===== src/rtl/alu_seq.sv =====
// Registered ALU with a valid/ready handshake: single-cycle logic, arithmetic,
// compare and shift ops, plus iterative (one bit per cycle) unsigned MULU/DIVU.
module alu_seq #(
    parameter int  WIDTH = 32,
    localparam int SHW   = $clog2(WIDTH)
) (
    input  logic             clk,
    input  logic             reset,
    input  logic             In_valid,
    output logic             In_ready,
    input  logic [WIDTH-1:0] A,
    input  logic [WIDTH-1:0] B,
    input  logic [3:0]       Op,
    output logic             Out_valid,
    output logic [WIDTH-1:0] Result,
    output logic [WIDTH-1:0] ResultHi,
    output logic             Carryout,
    output logic             Overflow,
    output logic             Zero,
    output logic             Set
);

    localparam logic [3:0] OP_AND  = 4'b0000;
    localparam logic [3:0] OP_OR   = 4'b0001;
    localparam logic [3:0] OP_XOR  = 4'b0010;
    localparam logic [3:0] OP_ADD  = 4'b0011;
    localparam logic [3:0] OP_SUB  = 4'b0100;
    localparam logic [3:0] OP_SLT  = 4'b0101;
    localparam logic [3:0] OP_SLTU = 4'b0110;
    localparam logic [3:0] OP_SLL  = 4'b1001;
    localparam logic [3:0] OP_SRL  = 4'b1010;
    localparam logic [3:0] OP_SRA  = 4'b1011;
    localparam logic [3:0] OP_MULU = 4'b1100;
    localparam logic [3:0] OP_DIVU = 4'b1101;

    typedef enum logic [1:0] {
        S_IDLE,
        S_BUSY,
        S_DONE
    } state_t;

    state_t           state_q, state_d;
    logic [SHW-1:0]   cnt_q, cnt_d;
    logic             is_div_q, is_div_d;
    logic             div0_q, div0_d;
    logic [WIDTH-1:0] opnd_q, opnd_d;
    logic [WIDTH-1:0] hi_q, hi_d;
    logic [WIDTH-1:0] lo_q, lo_d;

    logic [WIDTH-1:0] result_q, result_d;
    logic [WIDTH-1:0] result_hi_q, result_hi_d;
    logic             carry_q, carry_d;
    logic             ovf_q, ovf_d;
    logic             zero_q, zero_d;
    logic             set_q, set_d;

    logic [SHW-1:0]   shamt;
    logic [WIDTH:0]   add_full;
    logic [WIDTH:0]   sub_full;
    logic [WIDTH-1:0] sc_res;
    logic             sc_carry;
    logic             sc_ovf;
    logic             sc_set;
    logic             sc_legal;

    logic [WIDTH:0]   mul_sum;
    logic [WIDTH:0]   div_shift;
    logic [WIDTH+1:0] div_trial;
    logic [WIDTH-1:0] it_hi;
    logic [WIDTH-1:0] it_lo;

    assign In_ready  = (state_q == S_IDLE);
    assign Out_valid = (state_q == S_DONE);
    assign Result    = result_q;
    assign ResultHi  = result_hi_q;
    assign Carryout  = carry_q;
    assign Overflow  = ovf_q;
    assign Zero      = zero_q;
    assign Set       = set_q;

    // Single-cycle datapath, evaluated straight from the input operands.
    always_comb begin
        shamt    = B[SHW-1:0];
        add_full = {1'b0, A} + {1'b0, B};
        sub_full = {1'b0, A} + {1'b0, ~B} + {{WIDTH{1'b0}}, 1'b1};
        sc_res   = '0;
        sc_carry = 1'b0;
        sc_ovf   = 1'b0;
        sc_set   = 1'b0;
        sc_legal = 1'b1;
        case (Op)
            OP_AND: sc_res = A & B;
            OP_OR:  sc_res = A | B;
            OP_XOR: sc_res = A ^ B;
            OP_ADD: begin
                sc_res   = add_full[WIDTH-1:0];
                sc_carry = add_full[WIDTH];
                sc_ovf   = (A[WIDTH-1] == B[WIDTH-1]) && (add_full[WIDTH-1] != A[WIDTH-1]);
            end
            OP_SUB: begin
                sc_res   = sub_full[WIDTH-1:0];
                sc_carry = sub_full[WIDTH];
                sc_ovf   = (A[WIDTH-1] != B[WIDTH-1]) && (sub_full[WIDTH-1] != A[WIDTH-1]);
            end
            OP_SLT: begin
                sc_set = ($signed(A) < $signed(B));
                sc_res = {{(WIDTH-1){1'b0}}, sc_set};
            end
            OP_SLTU: begin
                sc_set = (A < B);
                sc_res = {{(WIDTH-1){1'b0}}, sc_set};
            end
            OP_SLL: sc_res = A << shamt;
            OP_SRL: sc_res = A >> shamt;
            OP_SRA: sc_res = $unsigned($signed(A) >>> shamt);
            default: sc_legal = 1'b0;
        endcase
    end

    // One MULU/DIVU iteration. hi/lo hold {partial product, multiplier} for
    // MULU and {remainder, dividend->quotient} for DIVU. A zero divisor never
    // borrows, so the quotient fills with ones and the remainder ends as A.
    always_comb begin
        mul_sum   = {1'b0, hi_q} + (lo_q[0] ? {1'b0, opnd_q} : {(WIDTH+1){1'b0}});
        div_shift = {hi_q, lo_q[WIDTH-1]};
        div_trial = {1'b0, div_shift} - {2'b00, opnd_q};
        it_hi     = mul_sum[WIDTH:1];
        it_lo     = {mul_sum[0], lo_q[WIDTH-1:1]};
        if (is_div_q) begin
            if (div_trial[WIDTH+1]) begin
                it_hi = div_shift[WIDTH-1:0];
                it_lo = {lo_q[WIDTH-2:0], 1'b0};
            end else begin
                it_hi = div_trial[WIDTH-1:0];
                it_lo = {lo_q[WIDTH-2:0], 1'b1};
            end
        end
    end

    always_comb begin
        state_d     = state_q;
        cnt_d       = cnt_q;
        is_div_d    = is_div_q;
        div0_d      = div0_q;
        opnd_d      = opnd_q;
        hi_d        = hi_q;
        lo_d        = lo_q;
        result_d    = result_q;
        result_hi_d = result_hi_q;
        carry_d     = carry_q;
        ovf_d       = ovf_q;
        zero_d      = zero_q;
        set_d       = set_q;
        case (state_q)
            S_IDLE: begin
                if (In_valid) begin
                    if (Op == OP_MULU || Op == OP_DIVU) begin
                        state_d  = S_BUSY;
                        cnt_d    = '0;
                        hi_d     = '0;
                        is_div_d = (Op == OP_DIVU);
                        div0_d   = (Op == OP_DIVU) && (B == '0);
                        opnd_d   = (Op == OP_DIVU) ? B : A;
                        lo_d     = (Op == OP_DIVU) ? A : B;
                    end else begin
                        state_d     = S_DONE;
                        result_d    = sc_res;
                        result_hi_d = '0;
                        carry_d     = sc_carry;
                        ovf_d       = sc_ovf;
                        set_d       = sc_set;
                        zero_d      = sc_legal && (sc_res == '0);
                    end
                end
            end
            S_BUSY: begin
                hi_d  = it_hi;
                lo_d  = it_lo;
                cnt_d = cnt_q + SHW'(1);
                if (cnt_q == SHW'(WIDTH-1)) begin
                    state_d     = S_DONE;
                    result_d    = it_lo;
                    result_hi_d = it_hi;
                    carry_d     = 1'b0;
                    set_d       = 1'b0;
                    ovf_d       = is_div_q ? div0_q : (it_hi != '0);
                    zero_d      = (it_lo == '0);
                end
            end
            S_DONE: state_d = S_IDLE;
            default: state_d = S_IDLE;
        endcase
    end

    always_ff @(posedge clk) begin
        if (reset) begin
            state_q     <= S_IDLE;
            cnt_q       <= '0;
            is_div_q    <= 1'b0;
            div0_q      <= 1'b0;
            opnd_q      <= '0;
            hi_q        <= '0;
            lo_q        <= '0;
            result_q    <= '0;
            result_hi_q <= '0;
            carry_q     <= 1'b0;
            ovf_q       <= 1'b0;
            zero_q      <= 1'b0;
            set_q       <= 1'b0;
        end else begin
            state_q     <= state_d;
            cnt_q       <= cnt_d;
            is_div_q    <= is_div_d;
            div0_q      <= div0_d;
            opnd_q      <= opnd_d;
            hi_q        <= hi_d;
            lo_q        <= lo_d;
            result_q    <= result_d;
            result_hi_q <= result_hi_d;
            carry_q     <= carry_d;
            ovf_q       <= ovf_d;
            zero_q      <= zero_d;
            set_q       <= set_d;
        end
    end

endmodule


===== config.mk =====
export PLATFORM = sky130hd
export DESIGN_NAME = alu_seq
export DESIGN_NICKNAME = d
export VERILOG_FILES = /design/src/rtl/alu_seq.sv
export SDC_FILE = /design/constraint.sdc
export NUM_CORES = 1
export LEC_CHECK = 0
export CELL_PAD_IN_SITES_DETAIL_PLACEMENT = 1
export CELL_PAD_IN_SITES_GLOBAL_PLACEMENT = 2
export CORE_UTILIZATION = 39
export CTS_BUF_LIST = sky130_fd_sc_hd__clkbuf_8
export DETAILED_ROUTE_END_ITERATION = 16
export GPL_TIMING_DRIVEN = 0
export HOLD_SLACK_MARGIN = 0.03
export PLACE_DENSITY_LB_ADDON = 0.1
export SYNTH_ARGS = -nofsm -noshare
export SYNTH_HDL_FRONTEND = slang
export SYNTH_SLANG_ARGS = --single-unit

===== constraint.sdc =====
create_clock -name clk -period 9.3 [get_ports clk]
set_input_delay 2.325 -clock clk [delete_from_list [all_inputs] [get_ports clk]]
set_output_delay 2.325 -clock clk [all_outputs]
set_load 0.005 [all_outputs]

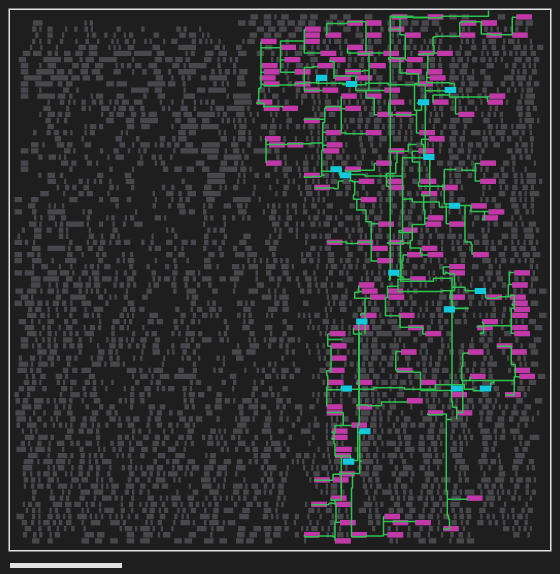
Run 1: routed clock nets over the placement
Bar = 50 µm.
Cyan shows clock-net drivers, count 17. Green shows clock wires, length 2600 µm. Magenta shows flip-flops, count 173.
There are 18 routed clock nets.

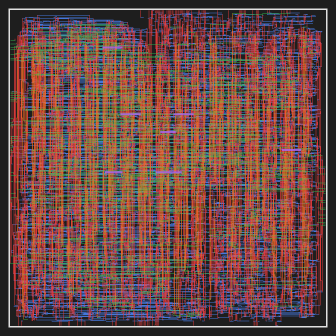
Run 1: routed metal, one colour a layer
Purple shows M5, wire length 94.8 µm. Red shows M2, wire length 63.2 mm. Green shows M3, wire length 16100 µm. Orange shows M4, wire length 16600 µm. Blue shows M1, wire length 50.6 mm.

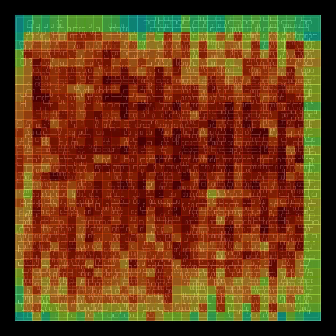
Run 1: track usage over the die
routing usage on met1: 0.542
total global routing track utilization: 0.497
post-route core utilization: 0.444
met3 GRT Util: 0.149

==> job_summary.md, run 1 <==
### Flow metrics

| Metric | Value |
|---|---|
| Num ports | `141` |
| NonClk Buf Share | `0.0958` |
| Setup Viol. Count Final | `1` |
| GRT Max-Usage Layer | `met2` |
| Clock Skew | `about 0.029 ns` |
| Multiplexer share | `0.0964` |
| FP Core Util | `0.395` |
| Ant. Diodes | `6` |
| Met2 Use GR | `0.769` |
| IO buf count | `between 100 and 150` |
| Flop share of the area | `0.138` |
| Critical path type | `in -> reg` |
| Synth area leader | `dfxtp_1` |
| Tap Cells | `756` |
| Endpoint class of the critical path | `flop` |
| Area of the multi-input gates | `between 15000 and 20000 µm²` |
| Postcts setup bufs | `0` |
| Failing checks | `capacitance limit, slew limit, setup timing` |
| Number of global-route vias before repair | `28500` |
| Layout filler cell count | `between 7000 and 8000` |
| Cell area leaders | `dfxtp_1, ha_1, nand2_1` |
| Hold Crit Start | `ResultHi[1]` |
| DIE WIDTH | `241 µm` |
| Sw Ratio | `0.479` |
| Initial antenna violation count | `12` |
| Ys flop type | `dfxtp_1` |
| CTS tree | `done` |
| Crit path launch type | `input port` |
| P&R area growth vs syn | `12.4%` |
| Final wirelength | `approximately 150 mm` |
| RSZ-0062 raised after global routing | `no` |
| Worst hold path depth | `2` |
| Finished Cell Area | `about 25000 µm²` |
| Synthesized net count | `3392` |
| Final min period | `slightly below 10 ns` |
| Yosys stat chip area | `about 22000 µm²` |
| Die Y-Extent | `~240 µm` |
| Max_cap viols | `3` |
| LEAKAGE | `between 9 and 10 nW` |
| Yosys aoi share | `0.305` |
| Max Slew Vio Count | `33` |
| Yosys stat cell total | `between 3000 and 4000` |
| Buffers excl. clock | `385` |
| Critical path depth | `16` |
| Post-synth regs | `173` |
| Final Hold Slack | `between 0.4 and 0.5 ns` |
| Placed cell areas | `about 25000 µm²` |
| Die Area | `approximately 58000 µm²` |
| Worst Slack Setup Final | `-0.308 ns` |
| Clock buffer count | `17` |
| Worst reg2reg path depth | `15` |
| Flop pwr share | `0.301` |
| Hold-fix buffers at CTS | `0` |
| Flop count | `approximately 170` |
| # DRC | `0` |
| Register area | `around 3500 µm²` |
| Post-route total power | `about 2.6 mW` |
| WL/cell | `~36 µm` |
| GRT overflow | `0` |
| CP bufs+invs | `4` |
| CP top delay family | `simple AND/OR/NAND/NOR gates` |
| Register share after synthesis | `0.155` |
| ClkCell Share | `0.0172` |
| Latency at later pin | `0.53 ns` |
| Via count | `28600` |
| Combinational Power Share | `0.470` |
| R2r setup slk | `roughly 3.4 ns` |
| Commonest Layout Cell | `nand2_1` |
| Yosys warns | `0` |
| Comb_multi_in | `approximately 2600` |
| Inverters | `174` |
| Sequence of cells on the critical path | `clkdlybuf4s50_1, clkinv_1, buf_1, clkbuf_1, fa_1, and3b_1, a21oi_1, nor3_1, a2111oi_0, o2111ai_1, or4_1, nor4_1, nand4b_1, nor4_1, nand4_1, o31ai_2` |
| CTS Buf Count | `17` |
| Crit-path most repeated cell | `nor4_1` |
| Top-area cell share | `0.155` |
| Basic Gates by Area | `0.245` |
| Outcome | `finished, violations left` |
| Reg clk slew, reported paths | `0.12 ns` |
| Max clock buf depth | `2` |
| Post_cts resized | `0` |
| Post-synth ARST share | `0` |
| EDFF count, synth | `0` |
[run 1: tightest hold or removal path: cells and delay by family, from the launching register on]
| family | cells | cell delay [ns] |
|---|---|---|
| simple gates | 1 | 0.05 |
| flops | 1 | 0.32 |
| compound gates | 1 | 0.05 |
[run 1: power groups by stage]
stage	Clock [mW]	Combinational, mW	Sequential (mW)
after global placement	0	1.13	0.798
after floorplan	0	0.647	0.790
after detailed placement	0	1.14	0.798
after CTS	0.591	1.14	0.782
after global routing	0.615	1.24	0.784
final	0.597	1.22	0.783
[run 1: routing by layer]
layer / share of wire / up-vias
met5: 0.00064 / -
met2: 0.43 / 2030
met1: 0.35 / 13900
met3: 0.11 / 760
met4: 0.11 / 14
li1: - / 11900
==> run 1 -> run 2 <==
--- a/config.mk
+++ b/config.mk
@@ -5,9 +5,10 @@
 export SDC_FILE = /design/constraint.sdc
 export NUM_CORES = 1
 export LEC_CHECK = 0
+export ABC_AREA = 1
 export CELL_PAD_IN_SITES_DETAIL_PLACEMENT = 1
 export CELL_PAD_IN_SITES_GLOBAL_PLACEMENT = 2
-export CORE_UTILIZATION = 39
+export CORE_UTILIZATION = 35
 export CTS_BUF_LIST = sky130_fd_sc_hd__clkbuf_8
 export DETAILED_ROUTE_END_ITERATION = 16
 export GPL_TIMING_DRIVEN = 0
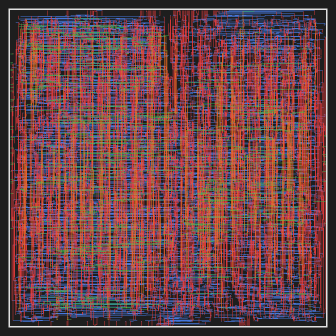
Run 2: routed metal, one colour a layer
Orange shows M4, wire length 13000 µm. Green shows M3, wire length 8680 µm. Red shows M2, wire length 65.5 mm. Blue shows M1, wire length 56.6 mm.

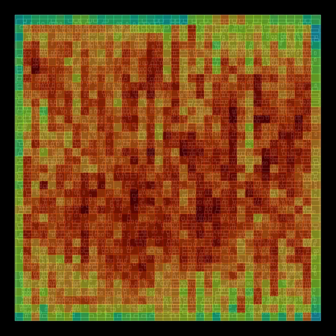
Run 2: track usage over the die
met3 GRT Util: 0.0519
routing usage on met1: 0.499
GRT Max-Usage Layer: met2
total global routing track utilization: 0.426
post-route core utilization: 0.401

==> run 2 against run 1 <==
- the flow now finishes without violations
- combinational power decreased by 4%
- routed wire length decreased by 1.9%
- worst hold slack better by 0.0084 ns
- register-to-register slack better by 2.0 ns
- utilization fell by 4.3 points
- clock power shrank 6.4%
- total power decreased by 2.3%
- synthesized area grew 1.6%
- die area rose by 13%
- critical path type unchanged
- highest routed layer is now met4
==> job_summary.md, run 2 <==
### Flow metrics

| Metric | Value |
|---|---|
| Comb_multi_in | `about 3300` |
| Final nets | `about 4500` |
| Ys flop type | `dfxtp_1` |
| Critical-path top delay cell | `clkdlybuf4s50_1` |
| Actual slew at the worst max-slew pin | `just under 1 ns` |
| Yosys warns | `0` |
| Final wirelength | `144 mm` |
| Reg clk slew, reported paths | `0.11 ns` |
| Initial antenna violation count | `2` |
| Register share after synthesis | `0.153` |
| Buffers excl. clock | `roughly 320` |
| Flop pwr share | `0.320` |
| IO buf count | `around 140` |
| Critical path depth | `21` |
| Met2 Use GR | `0.708` |
| Synthesized net count | `~4400` |
| Cell area leaders | `nand2_1, dfxtp_1, nand3_1` |
| Largest net degree at the start of global routing | `19` |
| Cell area after synthesis | `22700 µm²` |
| Inverters | `between 400 and 500` |
| Tap Cells | `around 850` |
| Metal-1 WL | `~57 mm` |
| NonClk Buf Share | `0.0879` |
| Worst reg2reg path depth | `17` |
| Via count | `just over 30000` |
| Yosys stat chip area | `~23000 µm²` |
| Endpoint class of the critical path | `flop` |
| Multiplexer share | `0.00574` |
| Postcts setup bufs | `0` |
| WL/cell | `about 28 µm` |
| Area-dominant class | `multi-input combinational cells` |
| Clock buffer count | `17` |
| H-tree depth | `4` |
| Hold-fix buffers at CTS | `0` |
| Number of global-route vias before repair | `30000` |
| Post-route total power | `~2.5 mW` |
| R2r setup slk | `about 5.4 ns` |
| Min-Delay Endpoint | `cnt_q[2]` |
| FP Core Util | `0.357` |
| Area of the multi-input gates | `about 17000 µm²` |
| Worst EP arrival | `~7.5 ns` |
| Die Y-Extent | `between 200 and 300 µm` |
| Yosys xor share | `0.00541` |
| CP bufs+invs | `5` |
| Initial DRC count | `approximately 2700` |
| Post-synth ARST share | `0` |
| Setup Viol. Count Final | `0` |
| Max clock buf depth | `2` |
| Crit path required time | `~10 ns` |
| EDFF count, synth | `0` |
| Slew Limit Headroom | `0.350` |
| Critical path type | `in -> reg` |
| Post-synthesis average cell area | `between 5 and 6 µm²` |
| Main logic family after synthesis | `simple AND/OR/NAND/NOR gates` |
| CP top delay family | `buffers and inverters` |
| CTS Buf Count | `17` |
| Critical path startpoint | `B[4]` |
| Basic Gates by Area | `0.434` |
| Fmax | `approximately 0.14 GHz` |
| Flop share of the area | `0.136` |
| Period utilisation layout | `0.757` |
| P&R area growth vs syn | `12.5%` |
| Iteration tally of the first detailed-router pass | `5` |
| Post-synth regs | `between 150 and 200` |
| Max Slew Vio Count | `0` |
| Ant. Diodes | `3` |
| Tool warnings | `~94` |
| Die Area | `65700 µm²` |
| Commonest Layout Cell | `nand2_1` |
| Inst Count DP | `between 5000 and 6000` |
| Layout filler cell count | `roughly 9100` |
| GRT overflow | `0` |
| Combinational Power Share | `0.461` |
| RSZ-0062 raised after global routing | `no` |
| ClkCell Share | `0.0147` |
| CTS tree | `done` |
| Final min period | `just over 7 ns` |
| Crit path launch type | `input port` |
| Outcome | `finished, final reports clean` |
| # DRC | `0` |
| Flop count | `173` |
| Dominant logic cell types in the final layout | `nand2_1, nand3_1, inv_1` |
| Reg-to-Reg End | `ResultHi[31]` |
| Yosys stat cell total | `4135` |
| Worst Slack Setup Final | `between 2 and 2.5 ns` |
| Synth cell count leaders | `nand2_1, nand3_1, inv_1, nor2_1, o21ai_0` |
| DIE WIDTH | `between 200 and 300 µm` |
| Synth area leader | `nand2_1` |
| Layout Cells excl Fill | `~5200` |
| Top layer in use | `met4` |
| Met2 wire length | `around 65 mm` |
| Logic share of the area | `0.650` |
| Top-area cell share | `0.209` |
| Area share of fa/ha/maj cells after synthesis | `0.0952` |
| Register area | `around 3500 µm²` |
| Post_cts resized | `0` |
| Post-route ant nets | `0` |
| Yosys aoi share | `0.191` |
| LEAKAGE | `12.2 nW` |
| Crit-path most repeated cell | `nand2_1` |
| FF-to-FF Start | `lo_q[0]` |
| DP Worst Slack | `1.97 ns` |
| Worst hold path depth | `2` |
| Layout cells sized above 1 | `0.0379` |
| Global-route wire length before repair | `around 200 mm` |
| Endpoints failing hold | `0` |
| Max_cap viols | `0` |
| Clock Sinks | `~170` |
| Met3 WL | `8.68 mm` |
| Distinct cells, synth | `49` |
| Hold Crit Start | `cnt_q[2]` |
| Sw Ratio | `0.482` |
| Sequence of cells on the critical path | `clkdlybuf4s50_1, inv_2, buf_2, buf_1, ha_1, clkbuf_8, nand2_1, nand2_1, nand2_1, nand2_1, a21oi_1, o211ai_1, a21oi_1, nand3_1, nor2_1, nand2_1, nor2_1, nand3_1, nor2_1, nand2_1, a21oi_2` |
| Num ports | `~140` |
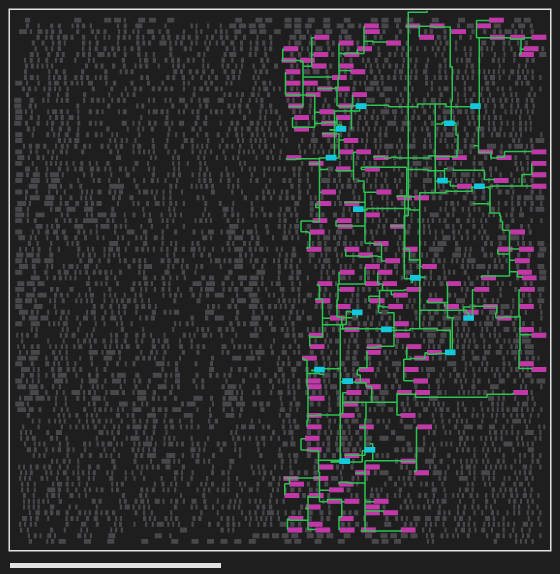
Run 2: routed clock nets over the placement
Bar = 100 µm.
Clock power frac: 0.220
Latency at later pin: 0.55 ns
Clock Skew: 0.0281 ns

==> run 2: power by group through the flow <==
stage / Clock [mW] / Combinational [mW] / Sequential [mW]
3_5_place_dp: 0 / 1.13 / 0.827
4_1_cts: 0.557 / 1.14 / 0.811
2_1_floorplan: 0 / 0.631 / 0.819
5_1_grt: 0.585 / 1.24 / 0.816
3_3_place_gp: 0 / 1.13 / 0.827
6_report: 0.559 / 1.17 / 0.812
==> run 2: through the flow <==
| stage | instance area [µm²] | hold slack (ns) |
|---|---|---|
| 3_3_place_gp | 25100 | 0.457 |
| 4_1_cts | 25500 | 0.477 |
| 2_1_floorplan | 22700 | 0.437 |
| 5_1_grt | 25500 | 0.490 |
| 6_report | 25500 | 0.474 |
| 3_5_place_dp | 25100 | 0.461 |
Power is estimated from default activity; no workload was simulated.
